===== src/rtl/systolic_pkg.sv =====
// systolic_pkg: drain state encodings and index-width helper shared by the drain RTL and benches
package systolic_pkg;
  typedef enum logic [1:0] {
    IDLE = 2'd0,
    SEND = 2'd1,
    DONE = 2'd2
  } drain_state_e;
  function automatic int idx_w(input int n);
    return (n > 1) ? $clog2(n) : 1;
  endfunction
endpackage


===== src/rtl/systolic_snapshot_reg.sv =====
// systolic_snapshot_reg: freezes the accumulator array on capture and serves one entry by index
module systolic_snapshot_reg
  import systolic_pkg::*;
#(
  parameter int SIZE   = 4,
  parameter int DATA_W = 32,
  localparam int N     = SIZE * SIZE,
  localparam int IW    = idx_w(N)
) (
  input  logic                clk,
  input  logic                rst,
  input  logic                capture,
  input  logic [N*DATA_W-1:0] data_in,
  input  logic [IW-1:0]       rd_idx,
  output logic [DATA_W-1:0]   rd_data
);
  logic [DATA_W-1:0] bank_q [N];
  // bank loads every entry at once so later array activity cannot leak into the drain
  always_ff @(posedge clk or negedge rst) begin
    if (!rst) begin
      for (int i = 0; i < N; i++) bank_q[i] <= '0;
    end else if (capture) begin
      for (int i = 0; i < N; i++) bank_q[i] <= data_in[i*DATA_W +: DATA_W];
    end
  end
  assign rd_data = bank_q[rd_idx];
endmodule


===== src/rtl/systolic_drain.sv =====
// systolic_drain: snapshots the PE accumulators and streams them out row-major over valid/ready
module systolic_drain
  import systolic_pkg::*;
#(
  parameter int SIZE   = 4,
  parameter int DATA_W = 32,
  localparam int N     = SIZE * SIZE,
  localparam int IW    = idx_w(N)
) (
  input  logic                clk,
  input  logic                rst,
  input  logic                ctrl_out_rdy,
  input  logic [N*DATA_W-1:0] acc_data,
  input  logic                restart,
  output logic                send_val,
  input  logic                send_rdy,
  output logic [DATA_W-1:0]   send_msg,
  output logic [IW-1:0]       send_idx,
  output logic                send_last,
  output logic                done
);
  drain_state_e state_q, state_d;
  logic [IW-1:0] idx_q, idx_d;
  logic val_q, last_q, done_q;
  logic capture, xfer, at_end;
  // restart outranks capture and transfer; index only moves on an accepted word
  always_comb begin
    at_end  = idx_q == IW'(N - 1);
    xfer    = val_q && send_rdy;
    capture = state_q == IDLE && ctrl_out_rdy && !restart;
    state_d = restart ? IDLE : capture ? SEND : (xfer && at_end) ? DONE : state_q;
    idx_d   = (restart || capture) ? '0 : (xfer && !at_end) ? idx_q + IW'(1) : idx_q;
  end
  // state, index and flags all registered so outputs never glitch and clear on reset at once
  always_ff @(posedge clk or negedge rst) begin
    if (!rst) begin
      state_q <= IDLE;
      idx_q   <= '0;
      val_q   <= 1'b0;
      last_q  <= 1'b0;
      done_q  <= 1'b0;
    end else begin
      state_q <= state_d;
      idx_q   <= idx_d;
      val_q   <= state_d == SEND;
      last_q  <= state_d == SEND && idx_d == IW'(N - 1);
      done_q  <= state_d == DONE;
    end
  end
  systolic_snapshot_reg #(.SIZE(SIZE), .DATA_W(DATA_W)) u_snap (
    .clk     (clk),
    .rst     (rst),
    .capture (capture),
    .data_in (acc_data),
    .rd_idx  (idx_q),
    .rd_data (send_msg)
  );
  assign send_val  = val_q;
  assign send_idx  = idx_q;
  assign send_last = last_q;
  assign done      = done_q;
endmodule


===== config.mk =====
export PLATFORM = sky130hd
export DESIGN_NAME = systolic_drain
export DESIGN_NICKNAME = d
export VERILOG_FILES = /design/src/rtl/systolic_pkg.sv /design/src/rtl/systolic_snapshot_reg.sv /design/src/rtl/systolic_drain.sv
export SDC_FILE = /design/constraint.sdc
export NUM_CORES = 1
export LEC_CHECK = 0
export CAP_MARGIN = 0
export CELL_PAD_IN_SITES_DETAIL_PLACEMENT = 0
export CELL_PAD_IN_SITES_GLOBAL_PLACEMENT = 2
export CORE_MARGIN = 5
export CORE_UTILIZATION = 31
export DETAILED_ROUTE_END_ITERATION = 8
export PLACE_DENSITY = 0.76
export SLEW_MARGIN = 30
export SYNTH_ARGS = -nofsm -noshare
export SYNTH_HDL_FRONTEND = slang
export SYNTH_SLANG_ARGS = --single-unit
export TNS_END_PERCENT = 1

===== constraint.sdc =====
create_clock -name clk -period 1.6 [get_ports clk]
set_input_delay 0.24 -clock clk [delete_from_list [all_inputs] [get_ports clk]]
set_output_delay 0.24 -clock clk [all_outputs]
set_load 0.02 [all_outputs]

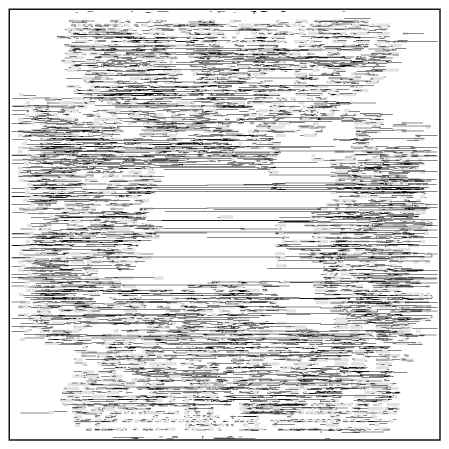
(run_1/layer_met1.png)
Drawn at 1.5 px/µm. Cells faint in the background.
share of all routed wire: 45%
wire length on this layer: 37.7 mm

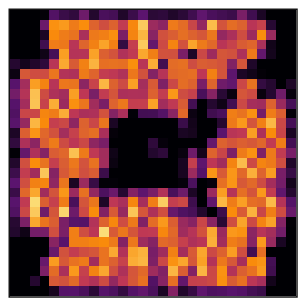
(run_1/cell_density.png)
Drawn at 1 px/µm. 29 x 29 tiles, from black (low) to pale yellow (high), 0 to 100% covered.
nearly empty tiles: 16%
fullest tile: 93%
mean over tiles: 41%
tiles over 75% full: 11%

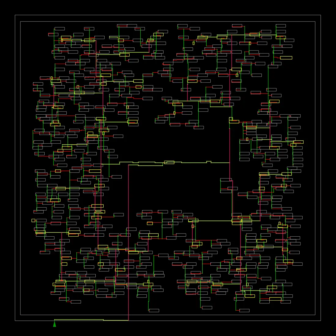
(run_1/clocks.png)
clk ins delay skew pair: 0.60 ns
total CTS buffers: 58
clk sinks: 521

run 1: area by class of cell:
type                       instances  area [µm²]
tap                              978        1220
timing repair buffer             817        8470
fill                            6643       40800
clock buffer                      86        1770
clock inverter                    16         263
multi-input combinational        833       10200
sequential                       521       13000
inverter                           1        3.75
antenna                           22        55.1
run 1: critical path, delay by kind of cell, from the launching register on:
| kind | cells | cell delay [ns] |
|---|---|---|
| flops | 1 | 0.60 |
| buf+inv | 4 | 0.63 |
| mux | 1 | 0.35 |
| compound gates | 2 | 0.33 |
run 1: cell families after synthesis:
kind of cell	share of synthesized area (%)
flip-flops	55.1
XOR/XNOR	0.0370
AND-OR/OR-AND	3.14
AND/OR/NAND/NOR	0.460
adder cells (fa/ha/maj)	0.0529
multiplexers	37.6
buffers and inverters	3.58
==> impl_metrics.toml, run 1 <==
# flow metrics
[outcome]
outcome = "finished with violations"
failed_checks = "setup timing"

[final_timing]
fin_skew_ns = 0.0196
fin_ws_ns = -1.17
setup_viol = 553
finalCritPeriodShare_pct = 173
maxSlewViolCount = 0
hold_ws_ns = 0.126

[floorplan]
row_count = 101
fp.dieW_um = 286

[pwr]
p_comb_mw = 9.22
p_int_mw = 30.6
clkPwrFrac_pct = 34.4

[final_layout]
top_register = "u_snap.bank_q"
largest_reg_flops = 512
fin_area_um2 = 35000

[clocking]
hold_buffers = 1
post_cts.repair.setup_buffers = 21
path_clk_slew_ns = 0.06
htreeDepth = 2

[worst_setup_path]
rr_worst_depth = 8
slowest_delay_ns = 0.60
worstPathRequired_ns = 1.36
crit_arrival_ns = 2.53

[place]
dpl-instance-area_um2 = 32000
dpl.cell_count = 3119

[synth]
async_reset_ff_share_pct = 100
flop_cell = "dfrtp_1"
synth_cell_types = 30

[run]
drv_cap = 0
==> run_1/clk_routes.png <==
Drawn at 2 px/µm.
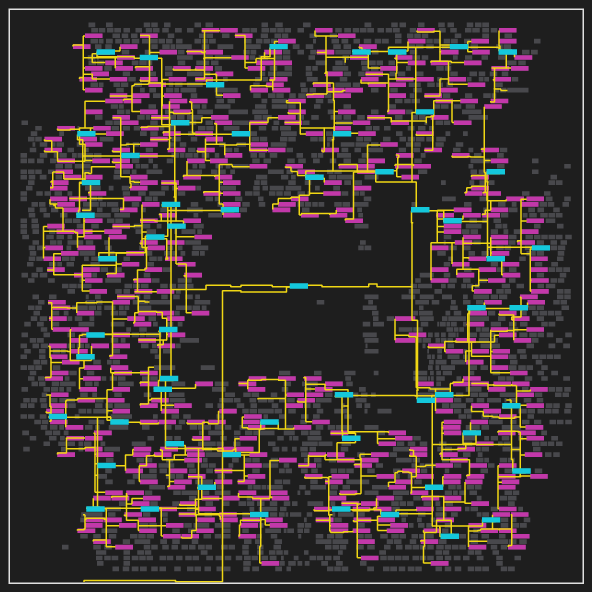

==> run 2, diff against run 1 <==
Settings changed: HOLD_SLACK_MARGIN set to 0.03, PLACE_DENSITY 0.76 to 0.73.
Clock period 1.6 ns to 3.56 ns, I/O delays scaled along.
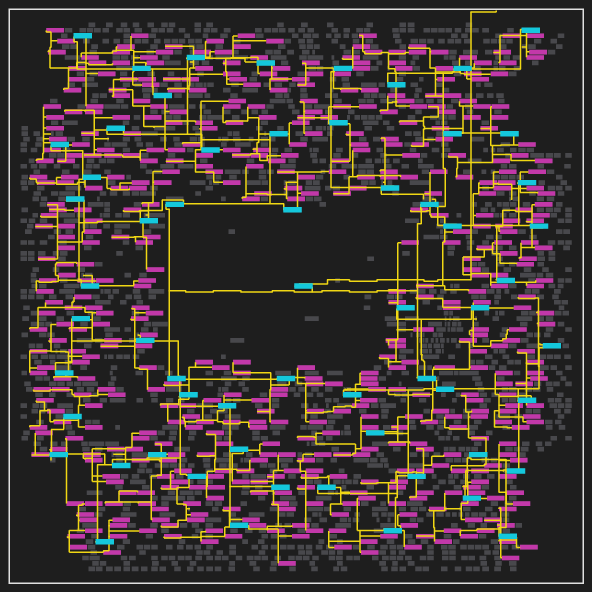
(run_2/clk_routes.png)
Drawn at 2 px/µm.
[clock drivers] cyan | count: 60
[flip-flops] magenta | count: 521
[clock wires] yellow | length: 7690 µm
flops lie: widely spread
routed clock nets: 61

==> impl_metrics.toml, run 2 <==
# flow metrics
[floorplan]
fp.dieW_um = 286
row_count = 101
coreArea_um2 = 75800

[final_layout]
largest_reg_flops = 512
fin_area_um2 = 32400
top_register = "u_snap.bank_q"

[worst_setup_path]
worstPathRequired_ns = 3.03
crit_arrival_ns = 3.12
crit_family = "buffers and inverters"

[run]
drv_cap = 0

[clocking]
clk_latency_ns = 0.61
cts-buffers-inserted = 60
post_cts.repair.setup_buffers = 0
htreeDepth = 2
path_clk_slew_ns = 0.06
clock_sinks = 521

[final_timing]
fin_skew_ns = 0.0243
finalCritPeriodShare_pct = 103
fin_ws_ns = -0.0948
setup_viol = 2
hold_ws_ns = 0.478

[synth]
top_logic_kind = "multiplexers"
aoi_share_pct = 3.14
adder_share_pct = 0.0529
synth.mux.area_fraction_pct = 37.6
ys_sh_xor_pct = 0.0370
async_reset_ff_share_pct = 100

[outcome]
failed_checks = "setup timing"
outcome = "finished with violations"

[pwr]
p_int_mw = 12.9
clkPwrFrac_pct = 34.9
p_comb_mw = 3.46

[place]
dpl-instance-area_um2 = 30400
## run 2: cell counts after synthesis
Identical to the previous run, type by type.
## run 2: what timing repair did
| action | CTS | global route |
|---|---|---|
| endpoints found under the setup margin | 32 | 7 |
| gates resized | 37 | 2 |
| hold buffers | 1 | 0 |
| hold endpoints to repair | 62 | 0 |
## run 2: final timing paths
kind,end,cells past startpoint
setup / recovery,send_msg[11],6
hold / removal,u_snap.bank_q[318],2
setup reg to reg,u_snap.bank_q[445],6
hold reg to reg,u_snap.bank_q[174],1
max in group asynchronous,u_snap.bank_q[504],4
min in group clk,u_snap.bank_q[174],1
## run 2: layout make-up
type	count	area [µm²]
diodes	28	70.1
clock buffers	91	1780
clock inverters	17	155
fillers	6877	43400
inverters	1	3.75
multi-input cells	833	9810
flip-flops and latches	521	13000
well taps	978	1220
repair buffers	619	6320
